registers.png
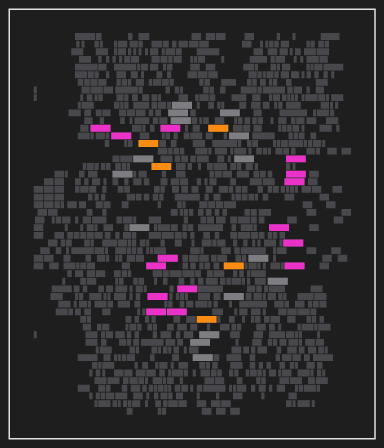
met2.png
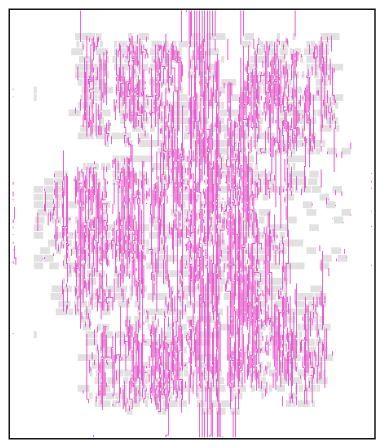
port_nets.png
Scale bar: 50 um.
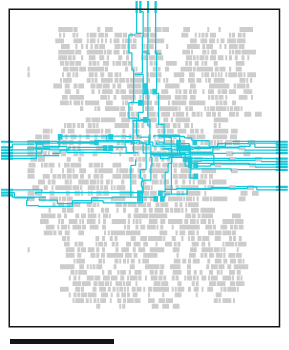
==> config.mk <==
export PLATFORM = sky130hd
export DESIGN_NAME = switch_control
export DESIGN_NICKNAME = d
export VERILOG_FILES = /design/src/rtl/switch_control_pkg.sv /design/src/rtl/switch_control_rr_arbiter.sv /design/src/rtl/switch_control.sv
export SDC_FILE = /design/constraint.sdc
export NUM_CORES = 1
export LEC_CHECK = 0
export CAP_MARGIN = 20
export CELL_PAD_IN_SITES_DETAIL_PLACEMENT = 0
export CELL_PAD_IN_SITES_GLOBAL_PLACEMENT = 1
export CORE_ASPECT_RATIO = 1.2
export CORE_MARGIN = 8
export CORE_UTILIZATION = 47
export DETAILED_ROUTE_END_ITERATION = 8
export GPL_TIMING_DRIVEN = 1
export PLACE_DENSITY = 0.95
export SLEW_MARGIN = 10
export SYNTH_ARGS = -nofsm -noshare
export SYNTH_HDL_FRONTEND = slang
export SYNTH_SLANG_ARGS = --single-unit
==> constraint.sdc <==
create_clock -name clk -period 8.64 [get_ports clk]
set_clock_uncertainty 0.2 [all_clocks]
set_input_delay 1.728 -clock clk [delete_from_list [all_inputs] [get_ports clk]]
set_output_delay 1.728 -clock clk [all_outputs]
set_load 0.01 [all_outputs]
==> tab_implementation.tex <==
% Generated from flow reports
\begin{tabular}{lr}
\hline
Metric & Value \\
\hline
\multicolumn{2}{l}{\textbf{Finish}} \\
\quad Biggest area consumer among cell classes & multi-input combinational cells \\
\quad Final-layout clock-cell area share & 1.764\% \\
\quad Clock buffer count & 6 \\
\quad Number of multi-input logic gates & 832 \\
\quad Count of non-CTS inverters in the layout & 69 \\
\quad Synthesis-to-finish area growth & 12.22\% \\
\quad Leading cell types in the layout, fill and taps excluded & 86 x sky130\_fd\_sc\_hd\_\_nor2\_1, 71 x sky130\_fd\_sc\_hd\_\_clkdlybuf4s50\_1, 67 x sky130\_fd\_sc\_hd\_\_ha\_1, 64 x sky130\_fd\_sc\_hd\_\_a21oi\_1, 62 x sky130\_fd\_sc\_hd\_\_inv\_1 \\
\quad Share of cell area taken by multi-input logic gates & 74.47\% \\
\quad Most instantiated logic cell after routing & sky130\_fd\_sc\_hd\_\_nor2\_1 \\
\quad Fillers & 1569 \\
\quad Gate Area & 6073 sq um \\
\quad Final antenna diode count & 0 \\
\quad Flip-flops & 35 \\
\quad Layout net count & 1124 \\
\quad Proportion of layout cells with a drive suffix above 1 & 6.995\% \\
\quad NonClk Buf Share & 8.806\% \\
\quad Final std cell area, no fill & 8155 sq um \\
\quad Count of buffers not belonging to the clock network in the layout & 72 \\
\multicolumn{2}{l}{\textbf{Synth}} \\
\quad Xor+xnor area frac & 3.702\% \\
\quad Most used standard cells in the synthesized netlist & 86 x sky130\_fd\_sc\_hd\_\_nor2\_1, 67 x sky130\_fd\_sc\_hd\_\_ha\_1, 64 x sky130\_fd\_sc\_hd\_\_a21oi\_1 \\
\quad Library cells used by synthesis & 98 \\
\quad Total of flip-flops plus latches after synthesis & 35 \\
\quad Mux cell area share & 9.762\% \\
\quad Top FF cell, synth & sky130\_fd\_sc\_hd\_\_dfxtp\_1 \\
\quad Chip Area, Yosys & 7267 sq um \\
\quad Synth async-reset ratio & 0\% \\
\quad Top post-synthesis cells by area & sky130\_fd\_sc\_hd\_\_ha\_1 12\%, sky130\_fd\_sc\_hd\_\_dfxtp\_1 9.6\%, sky130\_fd\_sc\_hd\_\_mux2i\_1 6.2\% \\
\quad Top cell type's share of synthesized area & 11.54\% \\
\quad Number of warnings issued by yosys & 0 \\
\quad Area share of and/or/nand/nor cells after synthesis & 29.13\% \\
\quad Cell type with the largest total area & sky130\_fd\_sc\_hd\_\_ha\_1 \\
\quad Register share after synthesis & 9.642\% \\
\quad Complex Gates by Area & 27.81\% \\
\quad Most common cell in the netlist & sky130\_fd\_sc\_hd\_\_nor2\_1 \\
\quad Area fraction in full adders, half adders and majority gates & 12.91\% \\
\quad Per-instance average area after synthesis & 7.415 sq um \\
\quad Main logic family after synthesis & simple AND/OR/NAND/NOR gates \\
\quad Cell area after synthesis & 7267 sq um \\
\quad Number of cell instances after yosys synthesis & 980 \\
\quad Instance tally after logic synthesis & 980 \\
\quad Post-synth EDFFs & 0 \\
\multicolumn{2}{l}{\textbf{Critical path}} \\
\quad Cell depth of the worst setup path & 7 \\
\quad Combined buffer and inverter count along the critical path & 2 \\
\quad Cell mode on critical path & sky130\_fd\_sc\_hd\_\_clkdlybuf4s50\_1 \\
\quad Element type at the critical path end & output port \\
\quad Largest stage delay, worst path & 510 ps \\
\quad Data required time of the critical path & 6710 ps \\
\quad Critical path arrival & 4070 ps \\
\quad Biggest fanout along the worst timing path & 6 \\
\quad Critical Path Slowest Stage Cell & sky130\_fd\_sc\_hd\_\_clkdlybuf4s50\_1 \\
\quad Top delay family on crit path & buffers and inverters \\
\quad Cell-by-cell trace of the critical path & clkdlybuf4s50\_1, mux4\_2, a21oi\_1, nor2b\_1, a22o\_1, a211o\_1, clkdlybuf4s50\_1 \\
\quad Slack of the worst reg-to-reg path & 4050 ps \\
\quad Critical setup path kind & in2out \\
\quad Length in cells of the worst reg-to-reg path & 10 \\
\quad Kind of start point of the critical path & input pin \\
\multicolumn{2}{l}{\textbf{Die}} \\
\quad Row cnt & 50 \\
\quad Die ar. & 19710 sq um \\
\quad Area of the placeable core & 15390 sq um \\
\quad Horizontal die dimension & 129.5 um \\
\quad Total number of tap cells & 208 \\
\quad Die Y & 152.2 um \\
\quad Starting utilization of the core area & 47.22\% \\
\multicolumn{2}{l}{\textbf{Pwr}} \\
\quad Switch share & 54.90\% \\
\quad Clk pwr share & 7.8\% \\
\quad Leakage & 3.231 nW \\
\quad Worst ir drop on vdd & 0.0001587 V \\
\quad Clock group & 184 uW \\
\quad Gate power share & 76.9\% \\
\quad Comb power & 1.80 mW \\
\quad Power density over the cells & 287.8 nW/um\^{}2 \\
\quad Internal power & 1.058 mW \\
\quad Sw Pwr & 1.288 mW \\
\quad Biggest power consumer among the groups & combinational logic \\
\quad Register share of total power & 15.3\% \\
\multicolumn{2}{l}{\textbf{Final timing}} \\
\quad Fin crit share & 69.39\% \\
\quad Timing-limited maximum frequency & 166.8 MHz \\
\quad Final Max Tran Viols & 0 \\
\quad Setup violation total in the final timing report & 0 \\
\quad Worst-margin pin slew & 980.5 ps \\
\quad Hold violation count in the final report & 0 \\
\quad Worst-case setup margin in the final layout & 2645 ps \\
\quad Max-slew headroom at the worst pin & 34.64\% \\
\quad Minimum clock period & 5995 ps \\
\quad RSZ-0062 raised after global routing & false \\
\quad Setup TNS & 0 ps \\
\multicolumn{2}{l}{\textbf{Clocking}} \\
\quad Worst-Skew Late Latency & 290 ps \\
\quad Post-CTS setup repair buffer count & 0 \\
\quad Number of buffers inserted for hold repair after clock tree synthesis & 0 \\
\quad Clock buffers created by TritonCTS & 5 \\
\quad Post-cts gate resize count & 0 \\
\quad Register clock-pin slew on the reported worst setup and hold paths & 50 ps \\
\quad Number of H-tree levels & 2 \\
\quad Clock tree from TritonCTS & yes \\
\quad Number of sinks on the clock net & 35 \\
\quad Worst-case clock buffer depth & 2 \\
\quad Master cell of the clock root buffer & sky130\_fd\_sc\_hd\_\_clkbuf\_16 \\
\multicolumn{2}{l}{\textbf{Drt}} \\
\quad Number of vias per cell after detailed routing & 6.365 \\
\quad Wire per inst & 19.92 um \\
\quad Post-DRT Antenna Nets & 0 \\
\quad Final routed DRC violation total & 0 \\
\quad First DRT Iteration DRCs & 721 \\
\quad Total iterations of the first detailed-routing run & 5 \\
\multicolumn{2}{l}{\textbf{Run}} \\
\quad MaxCap Viol Count & 0 \\
\quad Number of warnings in the stage logs & 68 \\
\multicolumn{2}{l}{\textbf{Hold path}} \\
\quad Class of the tightest hold or removal check & reg2reg \\
\quad Depth of the worst hold-timing path & 2 \\
\multicolumn{2}{l}{\textbf{Global routing}} \\
\quad Overall track demand over capacity in global routing & 24.11\% \\
\quad Number of global-route vias before repair & 7307 \\
\quad Largest net degree at the start of global routing & 32 \\
\quad Number of antenna violations at the first check in global routing & 0 \\
\quad Global-route wire length before repair & 38470 um \\
\quad Total congestion overflow after global routing & 0 \\
\multicolumn{2}{l}{\textbf{Placement}} \\
\quad Placement Setup Slack & 2680 ps \\
\quad Placed wire-length estimate after detailed placement & 19460 um \\
\quad Instance area at placement & 8011 sq um \\
\quad Final GP Congestion & 1.022 \\
\multicolumn{2}{l}{\textbf{Outcome}} \\
\quad Run status & completed \\
\hline
\end{tabular}
-- registers.png (at the start) --
[orange] `state_q` | sequential cells: 5
[magenta] `ptr_q` | sequential cells: 15
not coloured: 15
power of the sequential group: 358 uW
flop share of the area: 8.592%
Sequential cell area: 700.7 sq um
Final Core Density: 52.99%

-- met2.png (at the start) --
nets with wire on the layer: 924
main direction: vertical
wire length on this layer: 11200 um
share of all routed wire: 46%
longest straight run: 49.0 um
met2 track demand over resource: 38.64%
number of vias in the routed layout: 7784
post-detailed-routing wire length: 24370 um

-- port_nets.png (at the start) --
[cyan] `o_sel` | bits: 25 | direction: output | edge: 12 right, 9 left, 4 top | end cells: 25 | wire: 1890 um
number of ports placed on the die boundary: 77
Port Buffers: 71

==> stage by stage <==
stage / cells / utilization [%] / power [mW] / hold WS [ps]
finish: 1223 / 52.99 / 2.347 / 417.4
global route: 1223 / 52.99 / 2.510 / 455.7
CTS: 1223 / 52.99 / 2.297 / 407.7
detailed placement: 1216 / 52.06 / 2.105 / 393.6
global placement: 1216 / 52.06 / 2.097 / 389.6
floorplan: 984 / - / 1.636 / 328.5
==> layer usage <==
metal / up-vias / wire length, um / part of all wire [%] / track usage (%)
li1: 3735 / - / - / -
met1: 3608 / 10340 / 42 / 30.86
met2: 380 / 11180 / 46 / 38.64
met3: 61 / 1998 / 8.2 / 4.727
met4: 0 / 854 / 3.5 / 9.534
met5: - / 0 / 0 / 0
No activity file was given, so power comes from the tool's default toggle rates.
